==> images/placement_by_type.png <==
Fill, decap, tap and diode cells in gray.
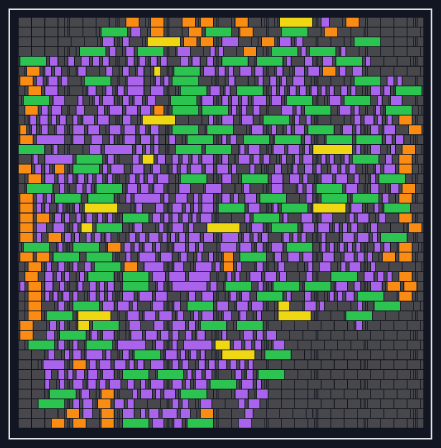
==> images/layer_met2.png <==
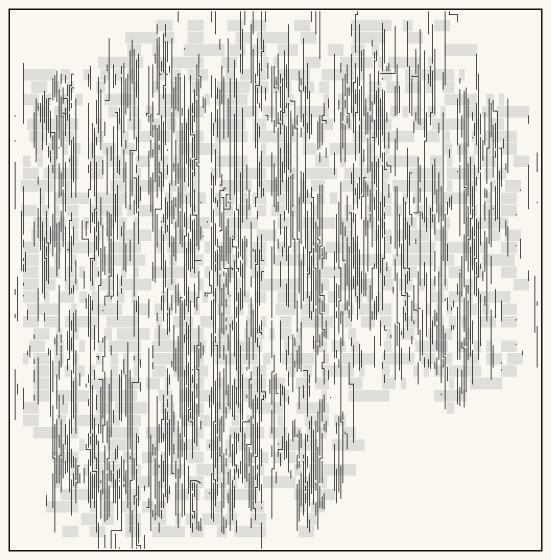
==> images/placement.png <==
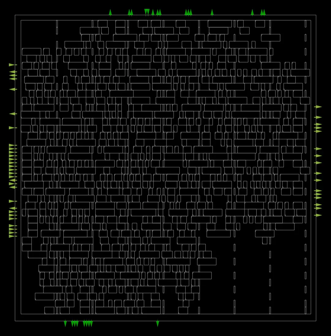
$ cat config.mk
export PLATFORM = sky130hd
export DESIGN_NAME = adain_seq_flat
export DESIGN_NICKNAME = d
export VERILOG_FILES = /design/src/rtl/adain_seq_if.sv /design/src/rtl/adain_seq.sv /design/src/flat_wrapper.sv
export SDC_FILE = /design/constraint.sdc
export NUM_CORES = 1
export LEC_CHECK = 0
export CELL_PAD_IN_SITES_DETAIL_PLACEMENT = 1
export CELL_PAD_IN_SITES_GLOBAL_PLACEMENT = 1
export CORE_AREA = 2 2 115 117
export DETAILED_ROUTE_END_ITERATION = 10
export DIE_AREA = 0 0 117 119
export PLACE_DENSITY = 0.92
export SYNTH_ARGS = -nofsm -noshare
export SYNTH_HDL_FRONTEND = slang
export SYNTH_SLANG_ARGS = --single-unit
$ cat constraint.sdc
create_clock -name clk -period 7.5 [get_ports clk]
set_input_delay 1.5 -clock clk [delete_from_list [all_inputs] [get_ports clk]]
set_output_delay 1.5 -clock clk [all_outputs]
set_load 0.05 [all_outputs]
$ cat src/rtl/adain_seq_if.sv
// rtl/adain_seq_if.sv - handshake/bus bundle between the AdaIN frame sequencer and its environment
//
// Purpose: groups the frame request, configuration, control-unit command/status
// and feature-memory read signals of adain_seq into one interface.
//
// Signal summary:
//   go          1        single-cycle frame request
//   cfg_N       N_W      feature-map side, latched on accepted go
//   cfg_C       C_W      channel count, latched on accepted go
//   start       2        command to control unit: 01 stats, 10 normalize, 00 none
//   N           N_W      latched side, stable for the whole frame
//   done        2        control-unit status: 01 stats finished, 10 normalize finished
//   rd_en       1        feature-memory read strobe
//   rd_addr     ADDR_W   feature-memory word address
//   ch_idx      CI_W     current channel index
//   busy        1        frame in progress
//   frame_done  1        one-cycle end-of-frame pulse
//   err         1        watchdog error pulse
//
// Modports: slave = sequencer side, master = environment side.

interface adain_seq_if #(
  parameter int N_MAX  = 128,
  parameter int C_MAX  = 512,
  parameter int ADDR_W = 23
);
  localparam int N_W  = $clog2(N_MAX + 1);
  localparam int C_W  = $clog2(C_MAX + 1);
  localparam int CI_W = $clog2(C_MAX);

  logic              go;
  logic [N_W-1:0]    cfg_N;
  logic [C_W-1:0]    cfg_C;
  logic [1:0]        start;
  logic [N_W-1:0]    N;
  logic [1:0]        done;
  logic              rd_en;
  logic [ADDR_W-1:0] rd_addr;
  logic [CI_W-1:0]   ch_idx;
  logic              busy;
  logic              frame_done;
  logic              err;

  modport slave (
    input  go, cfg_N, cfg_C, done,
    output start, N, rd_en, rd_addr, ch_idx, busy, frame_done, err
  );

  modport master (
    output go, cfg_N, cfg_C, done,
    input  start, N, rd_en, rd_addr, ch_idx, busy, frame_done, err
  );
endinterface

$ cat src/rtl/adain_seq.sv
// rtl/adain_seq.sv - AdaIN frame sequencer: per-channel statistics and normalize passes
//
// Purpose: for each of C channels, commands a statistics pass (start=01) while
// streaming N*N feature words back-to-back, waits for done=01, then commands a
// normalize pass (start=10) streaming the same N*N words one every 4th cycle,
// waits for done=10 and moves to the next channel. Ends with a frame_done pulse.
//
// Ports:
//   clk   sole clock, rising edge
//   rst   synchronous active-high reset
//   bus   adain_seq_if.slave (go/cfg_N/cfg_C/done in; start/N/rd_en/rd_addr/
//         ch_idx/busy/frame_done/err out)
//
// Optional feature: define ADAIN_SEQ_TIMEOUT_EN to add a watchdog on the two
// wait states; after TIMEOUT cycles it pulses err and returns to IDLE without
// frame_done. Without the macro err is tied low and the waits block forever.

module adain_seq #(
  parameter int N_MAX   = 128,
  parameter int C_MAX   = 512,
  parameter int ADDR_W  = 23,
  parameter int TIMEOUT = 65536
) (
  input  logic        clk,
  input  logic        rst,
  adain_seq_if.slave  bus
);
  localparam int N_W  = $clog2(N_MAX + 1);
  localparam int C_W  = $clog2(C_MAX + 1);
  localparam int CI_W = $clog2(C_MAX);

  typedef enum logic [2:0] {
    IDLE, S_START, S_STREAM, S_WAIT, N_START, N_STREAM, N_WAIT, FIN
  } state_t;

  state_t            r_state;
  logic [N_W-1:0]    r_n;
  logic [C_W-1:0]    r_c;
  logic [CI_W-1:0]   r_ch;
  logic [ADDR_W-1:0] r_base;
  logic [ADDR_W-1:0] r_addr;
  logic [N_W-1:0]    r_row;
  logic [N_W-1:0]    r_col;
  logic [1:0]        r_ph;
  logic [1:0]        r_start;
  logic              r_rd_en;
  logic              r_busy;
  logic              r_fdone;

`ifdef ADAIN_SEQ_TIMEOUT_EN
  localparam int WD_W = $clog2(TIMEOUT + 1);
  logic [WD_W-1:0]   r_wdog;
  logic              r_err;
`endif

  // Row/column counters only decide when a pass ends; the address itself is a
  // running +1 because raster order over a full N x N tile is contiguous.
  logic w_col_last;
  logic w_row_last;
  logic w_pix_last;
  logic w_ch_last;

  assign w_col_last = ((r_col + N_W'(1)) == r_n);
  assign w_row_last = ((r_row + N_W'(1)) == r_n);
  assign w_pix_last = w_col_last && w_row_last;
  assign w_ch_last  = ((C_W'(r_ch) + C_W'(1)) == r_c);

  always_ff @(posedge clk) begin
    if (rst) begin
      r_state <= IDLE;
      r_n     <= '0;
      r_c     <= '0;
      r_ch    <= '0;
      r_base  <= '0;
      r_addr  <= '0;
      r_row   <= '0;
      r_col   <= '0;
      r_ph    <= '0;
      r_start <= 2'b00;
      r_rd_en <= 1'b0;
      r_busy  <= 1'b0;
      r_fdone <= 1'b0;
`ifdef ADAIN_SEQ_TIMEOUT_EN
      r_wdog  <= '0;
      r_err   <= 1'b0;
`endif
    end else begin
      // Pulse-type outputs default low; states that need them re-assert.
      r_start <= 2'b00;
      r_rd_en <= 1'b0;
      r_fdone <= 1'b0;
`ifdef ADAIN_SEQ_TIMEOUT_EN
      r_err   <= 1'b0;
      r_wdog  <= '0;   // only the wait states keep it counting
`endif
      case (r_state)
        IDLE: begin
          if (bus.go) begin
            r_n    <= bus.cfg_N;
            r_c    <= bus.cfg_C;
            r_ch   <= '0;
            r_base <= '0;
            r_addr <= '0;
            r_row  <= '0;
            r_col  <= '0;
            r_busy <= 1'b1;
            if ((bus.cfg_N == '0) || (bus.cfg_C == '0)) begin
              r_state <= FIN;
            end else begin
              r_state <= S_START;
              r_start <= 2'b01;
            end
          end
        end

        S_START: begin
          r_state <= S_STREAM;
          r_rd_en <= 1'b1;
          r_addr  <= r_base;
          r_row   <= '0;
          r_col   <= '0;
        end

        S_STREAM: begin
          if (w_pix_last) begin
            r_state <= S_WAIT;
          end else begin
            r_rd_en <= 1'b1;
            r_addr  <= r_addr + ADDR_W'(1);
            if (w_col_last) begin
              r_col <= '0;
              r_row <= r_row + N_W'(1);
            end else begin
              r_col <= r_col + N_W'(1);
            end
          end
        end

        S_WAIT: begin
          if (bus.done == 2'b01) begin
            r_state <= N_START;
            r_start <= 2'b10;
          end else begin
`ifdef ADAIN_SEQ_TIMEOUT_EN
            if (r_wdog == WD_W'(TIMEOUT - 1)) begin
              r_err   <= 1'b1;
              r_busy  <= 1'b0;
              r_state <= IDLE;
            end else begin
              r_wdog <= r_wdog + WD_W'(1);
            end
`endif
          end
        end

        N_START: begin
          r_state <= N_STREAM;
          r_rd_en <= 1'b1;
          r_addr  <= r_base;
          r_row   <= '0;
          r_col   <= '0;
          r_ph    <= '0;
        end

        // r_ph==0 marks the cycle whose read is on the bus; the next read
        // is issued when r_ph wraps from 3, giving one read every 4 cycles.
        N_STREAM: begin
          if ((r_ph == 2'd0) && w_pix_last) begin
            r_state <= N_WAIT;
          end else begin
            r_ph <= r_ph + 2'd1;
            if (r_ph == 2'd3) begin
              r_rd_en <= 1'b1;
              r_addr  <= r_addr + ADDR_W'(1);
            end
            if (r_ph == 2'd0) begin
              if (w_col_last) begin
                r_col <= '0;
                r_row <= r_row + N_W'(1);
              end else begin
                r_col <= r_col + N_W'(1);
              end
            end
          end
        end

        N_WAIT: begin
          if (bus.done == 2'b10) begin
            if (w_ch_last) begin
              r_state <= FIN;
            end else begin
              r_ch    <= r_ch + CI_W'(1);
              // r_addr holds the last word of this channel, so the next
              // channel starts right after it.
              r_base  <= r_addr + ADDR_W'(1);
              r_state <= S_START;
              r_start <= 2'b01;
            end
          end else begin
`ifdef ADAIN_SEQ_TIMEOUT_EN
            if (r_wdog == WD_W'(TIMEOUT - 1)) begin
              r_err   <= 1'b1;
              r_busy  <= 1'b0;
              r_state <= IDLE;
            end else begin
              r_wdog <= r_wdog + WD_W'(1);
            end
`endif
          end
        end

        FIN: begin
          r_fdone <= 1'b1;
          r_busy  <= 1'b0;
          r_state <= IDLE;
        end

        default: begin
          r_state <= IDLE;
          r_busy  <= 1'b0;
        end
      endcase
    end
  end

  assign bus.start      = r_start;
  assign bus.N          = r_n;
  assign bus.rd_en      = r_rd_en;
  assign bus.rd_addr    = r_addr;
  assign bus.ch_idx     = r_ch;
  assign bus.busy       = r_busy;
  assign bus.frame_done = r_fdone;
`ifdef ADAIN_SEQ_TIMEOUT_EN
  assign bus.err        = r_err;
`else
  assign bus.err        = 1'b0;
`endif

endmodule

$ cat src/flat_wrapper.sv
// flat-port wrapper written by rule: the top's interface ports become plain ports
module adain_seq_flat 
#(
  parameter int N_MAX   = 128,
  parameter int C_MAX   = 512,
  parameter int ADDR_W  = 23,
  parameter int TIMEOUT = 65536
)
  (clk, rst, bus_go, bus_cfg_N, bus_cfg_C, bus_done, bus_start, bus_N, bus_rd_en, bus_rd_addr, bus_ch_idx, bus_busy, bus_frame_done, bus_err);
  adain_seq_if #(.N_MAX(N_MAX), .C_MAX(C_MAX), .ADDR_W(ADDR_W)) bus_i ();
  input  logic clk;
  input  logic rst;
  input wire logic [$bits(bus_i.go)-1:0] bus_go;
  input wire logic [$bits(bus_i.cfg_N)-1:0] bus_cfg_N;
  input wire logic [$bits(bus_i.cfg_C)-1:0] bus_cfg_C;
  input wire logic [$bits(bus_i.done)-1:0] bus_done;
  output wire logic [$bits(bus_i.start)-1:0] bus_start;
  output wire logic [$bits(bus_i.N)-1:0] bus_N;
  output wire logic [$bits(bus_i.rd_en)-1:0] bus_rd_en;
  output wire logic [$bits(bus_i.rd_addr)-1:0] bus_rd_addr;
  output wire logic [$bits(bus_i.ch_idx)-1:0] bus_ch_idx;
  output wire logic [$bits(bus_i.busy)-1:0] bus_busy;
  output wire logic [$bits(bus_i.frame_done)-1:0] bus_frame_done;
  output wire logic [$bits(bus_i.err)-1:0] bus_err;
  assign bus_i.go = bus_go;
  assign bus_i.cfg_N = bus_cfg_N;
  assign bus_i.cfg_C = bus_cfg_C;
  assign bus_i.done = bus_done;
  assign bus_start = bus_i.start;
  assign bus_N = bus_i.N;
  assign bus_rd_en = bus_i.rd_en;
  assign bus_rd_addr = bus_i.rd_addr;
  assign bus_ch_idx = bus_i.ch_idx;
  assign bus_busy = bus_i.busy;
  assign bus_frame_done = bus_i.frame_done;
  assign bus_err = bus_i.err;
  adain_seq #(.N_MAX(N_MAX), .C_MAX(C_MAX), .ADDR_W(ADDR_W), .TIMEOUT(TIMEOUT)) u_core (.clk(clk), .rst(rst), .bus(bus_i));
endmodule
==> qor.csv <==
stage,metric,value,unit
floorplanning,nWellTaps,176,
outcome,outcome,completed,
drt,vias_per_cell,5.992,
critical_path,critPathLaunchType,primary input,
timing,finalMaxSlewViolations,0,
logic_synthesis,syn_nets,729,
logic_synthesis,numSynthFlops,99,
drt,drc_errors,0,
place,gp_congestion,0.8935,
power,comb_power,0.345,mW
global_route,groute.layer.met3.usage,5.496,%
logic_synthesis,synth.top_cells.by_count,"nand2_1 (102), dfxtp_1 (99), a21oi_1 (57), nor2_1 (57), nor3_1 (33)",
cells_and_area,area_growth,17.88,%
floorplanning,chipArea,13920,µm²
power,p_sw_share,35.04,%
logic_synthesis,synth-async-reset-ratio,0,%
global_route,grt_max_degree,58,
power,clk-power,0.491,mW
cells_and_area,nonClkBufAreaFrac,10.50,%
power,power.switching,0.4994,mW
floorplanning,initCoreUtil,43.63,%
cells_and_area,comb_share,50.71,%
cts,clkSinkCount,99,
place,pre_cts_ws,3561,ps
global_route,grt_pass1_wl,28.54,mm
timing,hold_slack,468.8,ps
timing,max_freq,278.8,MHz
logic_synthesis,syn_inst,699,
global_route,busiest_layer,met2,
critical_path,r2r_slack,3950,ps
cells_and_area,ff_count,99,
min_path,whs_endpoint,u_core.r_base[18],
cells_and_area,nClkBuffers,9,
logic_synthesis,ys_types,85,
logic_synthesis,yosys_cells,699,
cells_and_area,flop_area,1982,µm²
cells_and_area,nets,766,
logic_synthesis,top_cells_by_area,"dfxtp_1 (35%), nand2_1 (6.8%), a21oi_1 (5.1%)",
critical_path,startpoint,bus_go,
critical_path,cp.depth,5,
floorplanning,io_pins,69,
critical_path,cp_top_family,AND-OR/OR-AND gates,
power,totalPowerFinal,1.425,mW
cts,post_cts_resized,0,
logic_synthesis,synthXorXnorAreaFrac,7.639,%
critical_path,crit_required,7800,ps
cells_and_area,seq_area_share,29.93,%
place,numPortBuffers,67,
cells_and_area,layout_top_cell,nand2_1,
cells_and_area,n_all_inverters,16,
drt,met1_length,7.249,mm
timing,hold_viol_final,0,
critical_path,path_buffers,1,
critical_path,crit_fanout,29,
place,place_inst,901,
place,dp_hpwl,12.04,mm
cells_and_area,drive_gt1_share,9.177,%
power,ir_worst_vdd,133.3,µV
logic_synthesis,avgSynthCellArea,8.037,µm²
power,p_comb_share,24.2,%
critical_path,critical_path_arrival,3880,ps
critical_path,timing.rr.start,u_core.bus.ch_idx[0],
drt,routed.top_layer,met4,
cells_and_area,final_cell_area,6623,µm²
timing,setup_violations,0,
logic_synthesis,top_area_cell,dfxtp_1,
min_path,holdPathStages,2,
power,top_power_group,sequential cells,
logic_synthesis,top_area_share,35.28,%
timing,period_used_share,47.83,%
logic_synthesis,yosysWarnings,0,
cells_and_area,nNonClkBuffers,71,
logic_synthesis,synth_seq_share,35.28,%
## Picture notes: placement_by_type.png
Key: yellow = clock drivers and dummy loads [cells 16, share of their area 4.8%]; green = sequential cells [cells 99, share of their area 31%]; purple = combinational and other logic [cells 555, share of their area 53%]; orange = remaining buffers and delay cells [cells 71, share of their area 11%]

## Picture notes: layer_met2.png
The longest straight run is 43.2 µm. 689 nets have wire on it. The wires run mostly vertical. The layer holds 51% of the routed length. The layer carries 8,840 µm of wire.
vias: 5,495
met2 Resource Use GR: 44.80%
total wire length: 17.24 mm

## Picture notes: placement.png
Fill cells: 1,543
Non-Filler Instances: 917

Power figures rest on the tool's default switching activity, not on a simulated workload.
